--- src/rtl/move_pulse.sv ---
// -----------------------------------------------------------------------------
// move_pulse
//   Turns two raw push buttons (up / down) into clean one-cycle move pulses for
//   the row-position stage. Each button is synchronized (two flops), debounced
//   by a saturating-free level counter, and fed to a small IDLE/FIRE/HELD FSM
//   that issues a single pulse per accepted press. A pulse is dropped (never
//   deferred) when the other button is down or when game logic asserts hold.
//
//   First-pulse latency for a clean press is DEBOUNCE_CYCLES+3 rising edges,
//   counting the first edge that samples the button high.
//
//   Optional feature: define KEY_REPEAT_EN to compile in auto-repeat. A held
//   button then pulses again REPEAT_DELAY cycles after its first pulse and
//   every REPEAT_PERIOD cycles after that. Without the macro no repeat logic
//   exists.
//
// Parameters
//   DEBOUNCE_CYCLES  consecutive synchronized samples to accept a level change
//                    (1..65535)
//   REPEAT_DELAY     first pulse to first auto-repeat pulse, in cycles
//   REPEAT_PERIOD    cycles between later auto-repeat pulses
//
// Ports
//   clk    in   single clock, rising edge
//   reset  in   synchronous, active-high reset
//   btnU   in   raw asynchronous up button, 1 = pressed
//   btnD   in   raw asynchronous down button, 1 = pressed
//   hold   in   freeze request from game logic, 1 = suppress all pulses
//   U      out  registered one-cycle up-move pulse
//   D      out  registered one-cycle down-move pulse
// -----------------------------------------------------------------------------
module move_pulse #(
    parameter int unsigned DEBOUNCE_CYCLES = 4,
    parameter int unsigned REPEAT_DELAY    = 8,
    parameter int unsigned REPEAT_PERIOD   = 4
) (
    input  logic clk,
    input  logic reset,
    input  logic btnU,
    input  logic btnD,
    input  logic hold,
    output logic U,
    output logic D
);

    localparam logic [1:0] ST_IDLE = 2'd0;
    localparam logic [1:0] ST_FIRE = 2'd1;
    localparam logic [1:0] ST_HELD = 2'd2;

    // Index 0 is the up button, index 1 the down button throughout.
    logic [1:0]  sync1_q;
    logic [1:0]  sync2_q;
    logic [1:0]  db_q,    db_d;
    logic [15:0] cnt_q   [2];
    logic [15:0] cnt_d   [2];
    logic [16:0] cnt_inc [2];
    logic [1:0]  state_q [2];
    logic [1:0]  state_d [2];
    logic [1:0]  pulse_q, pulse_d;

`ifdef KEY_REPEAT_EN
    logic [15:0] rpt_cnt_q   [2];
    logic [15:0] rpt_cnt_d   [2];
    logic [16:0] rpt_cnt_inc [2];
    logic [1:0]  rpt_live_q,  rpt_live_d;   // repeat sequence still running
    logic [1:0]  rpt_first_q, rpt_first_d;  // next repeat uses REPEAT_DELAY
`endif

    // NOTE: every variable gets a default at the top of always_comb so no
    // path leaves it unassigned and no latch is inferred.
    always_comb begin
        for (int b = 0; b < 2; b++) begin
            db_d[b]    = db_q[b];
            cnt_d[b]   = '0;
            cnt_inc[b] = {1'b0, cnt_q[b]} + 17'd1;
            state_d[b] = state_q[b];

            // Counter runs only while the synchronized level disagrees with
            // the debounced level; any agreement restarts it from zero.
            if (sync2_q[b] != db_q[b]) begin
                if (cnt_inc[b] == 17'(DEBOUNCE_CYCLES)) begin
                    db_d[b] = sync2_q[b];
                end else begin
                    cnt_d[b] = cnt_inc[b][15:0];
                end
            end

            case (state_q[b])
                ST_IDLE: if (db_q[b])  state_d[b] = ST_FIRE;
                ST_FIRE:               state_d[b] = ST_HELD;
                ST_HELD: if (!db_q[b]) state_d[b] = ST_IDLE;
                default:               state_d[b] = ST_IDLE;
            endcase

            // Pulse is registered on the same edge that enters FIRE, so it is
            // high exactly during the FIRE cycle. Suppression drops it.
            pulse_d[b] = (state_d[b] == ST_FIRE) && !db_q[b ^ 1] && !hold;

`ifdef KEY_REPEAT_EN
            rpt_cnt_d[b]   = rpt_cnt_q[b];
            rpt_cnt_inc[b] = {1'b0, rpt_cnt_q[b]} + 17'd1;
            rpt_live_d[b]  = rpt_live_q[b];
            rpt_first_d[b] = rpt_first_q[b];

            if (state_d[b] == ST_FIRE) begin
                // A suppressed first pulse means no repeats for this press.
                rpt_cnt_d[b]   = '0;
                rpt_first_d[b] = 1'b1;
                rpt_live_d[b]  = pulse_d[b];
            end else if (state_d[b] == ST_HELD && rpt_live_q[b]) begin
                if (db_q[b ^ 1] || hold) begin
                    rpt_live_d[b] = 1'b0;
                end else if (rpt_cnt_inc[b] == (rpt_first_q[b] ? 17'(REPEAT_DELAY)
                                                               : 17'(REPEAT_PERIOD))) begin
                    pulse_d[b]     = 1'b1;
                    rpt_cnt_d[b]   = '0;
                    rpt_first_d[b] = 1'b0;
                end else begin
                    rpt_cnt_d[b] = rpt_cnt_inc[b][15:0];
                end
            end else begin
                rpt_live_d[b] = 1'b0;
            end
`endif
        end
    end

    // NOTE: sequential state uses non-blocking assignments so every flop
    // samples the pre-edge values regardless of statement order.
    always_ff @(posedge clk) begin
        if (reset) begin
            sync1_q <= '0;
            sync2_q <= '0;
            db_q    <= '0;
            pulse_q <= '0;
            for (int b = 0; b < 2; b++) begin
                cnt_q[b]   <= '0;
                state_q[b] <= ST_IDLE;
            end
`ifdef KEY_REPEAT_EN
            rpt_live_q  <= '0;
            rpt_first_q <= '0;
            for (int b = 0; b < 2; b++) rpt_cnt_q[b] <= '0;
`endif
        end else begin
            sync1_q <= {btnD, btnU};
            sync2_q <= sync1_q;
            db_q    <= db_d;
            pulse_q <= pulse_d;
            for (int b = 0; b < 2; b++) begin
                cnt_q[b]   <= cnt_d[b];
                state_q[b] <= state_d[b];
            end
`ifdef KEY_REPEAT_EN
            rpt_live_q  <= rpt_live_d;
            rpt_first_q <= rpt_first_d;
            for (int b = 0; b < 2; b++) rpt_cnt_q[b] <= rpt_cnt_d[b];
`endif
        end
    end

    assign U = pulse_q[0];
    assign D = pulse_q[1];

endmodule

--- config.mk ---
export PLATFORM = sky130hd
export DESIGN_NAME = move_pulse
export DESIGN_NICKNAME = d
export VERILOG_FILES = /design/src/rtl/move_pulse.sv
export SDC_FILE = /design/constraint.sdc
export NUM_CORES = 1
export LEC_CHECK = 0
export CAP_MARGIN = 20
export CELL_PAD_IN_SITES_DETAIL_PLACEMENT = 1
export CELL_PAD_IN_SITES_GLOBAL_PLACEMENT = 1
export CORE_MARGIN = 2
export CORE_UTILIZATION = 45
export CTS_CLUSTER_SIZE = 20
export DETAILED_ROUTE_END_ITERATION = 16
export PLACE_DENSITY = 0.73
export SLEW_MARGIN = 20
export SYNTH_ARGS = -nofsm -noshare
export SYNTH_HDL_FRONTEND = slang
export SYNTH_SLANG_ARGS = --single-unit
--- constraint.sdc ---
create_clock -name clk -period 5.4 [get_ports clk]
set_input_delay 1.08 -clock clk [delete_from_list [all_inputs] [get_ports clk]]
set_output_delay 1.08 -clock clk [all_outputs]
set_load 0.005 [all_outputs]
Figure 1. Routed clock nets over the placement.
(4 px per um)
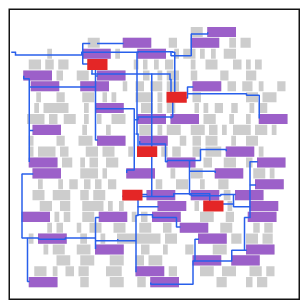
- flip-flops: purple (count 44)
- clock wires: blue (length 577 um)
- cells driving clock nets: red (count 5)
- flops lie: spread over the die
- routed clock nets: 6
Clock Power: 260 uW
Max Clock Skew: 0.0133 ns
Clock power frac: 43.6%
clk_lat worst skew: 0.30 ns

==> results_dict.tcl <==
# place-and-route summary
set metrics [dict create \
    aoi_share_pct 7.73 \
    maxCapViolations 0 \
    largest_reg_flops 32 \
    finalHoldViolCount 0 \
    min_to "sync2_q[0]$_SDFF_PP0_" \
    drive_above_1_share_pct 8.40 \
    via_count 1638 \
    die_height_um 72.1 \
    area_delta_synth_final_pct 9.71 \
    edf_count 0 \
    globalplace.congestion 0.796 \
    synth.distinct_cells 47 \
    synthTopCellsByCount "dfxtp_1, nor2_1, xnor2_1" \
    synth_flops 44 \
    stdcell_area_mm2 0.00229 \
    dpl.cell_count 282 \
    holdPathStages 1 \
    crit_required_ns 5.58 \
    worstMarginPinSlew_ns 0.475 \
    grt-ovfl-total 0 \
    grtUsageTotal_pct 19.0 \
    grt.met2_usage_pct 34.1 \
    cp-startpoint "cnt_q[0][16]$_SDFF_PP0_" \
    wl_met2_um 2320 \
    yosys_warnings 0 \
    drt_first_pass_iters 4 \
    crit_type "reg -> reg" \
    drc 0 \
    min_path_type "reg -> reg" \
    grt_use_met3_pct 4.17 \
    rsz0062_at_grt "false" \
    port_buffers 6 \
    antenna_cells 0 \
    powerDensity_mw_per_mm2 260 \
    top_cells_by_area "dfxtp_1, xnor2_1, nor2_1" \
    grt_util_met1_pct 22.9 \
    max_clock_freq_ghz 0.410 \
    io_pins 7 \
    cp.buffers_inverters 0 \
    status "completed" \
    wl_met3_um 98 \
    synthMuxAreaShare_pct 1.92 \
    area.sequential_um2 881 \
    synth_area_mm2 0.00209 \
    antenna_left 0 \
    totalNegativeSetupSlack_ns 0 \
    cp.depth 7 \
]
Figure 2. Cell placement.
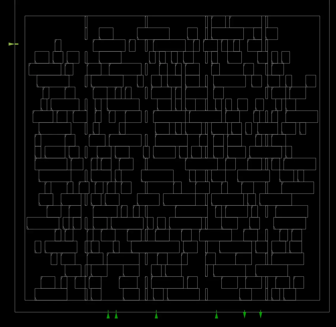
sequential share of cell area: 38.4%
Row Count: 24
Fillers: 536
TAP cells: 52

==> layout by cell type (no fill, tap or decap), types with 2 or more instances in the layout <==
master           synthesis  routed
nand2_1                 12      12
o21bai_2                 2       2
a21oi_1                  4       4
mux2i_1                  4       4
or4_1                    2       2
nor2b_1                  5       5
nor4_1                   6       6
dfxtp_1                 44      44
nor3b_1                  3       3
nand3b_1                 2       2
o21a_1                   3       3
nand3_2                  2       2
clkbuf_8                 0       5
xor2_1                  11      11
clkdlybuf4s50_1          0       6
nand4_1                  9       9
clkinv_4                 0       2
nor4b_1                  3       3
nand2b_1                 7       7
xnor2_1                 18      18
nor3_1                   6       6
and3_1                   5       5
nor4_2                   2       2
nand3_1                  8       8
ha_1                     3       3
nor2_1                  39      39
inv_1                    6       6
Power figures rest on the tool's default switching activity, not on a simulated workload.
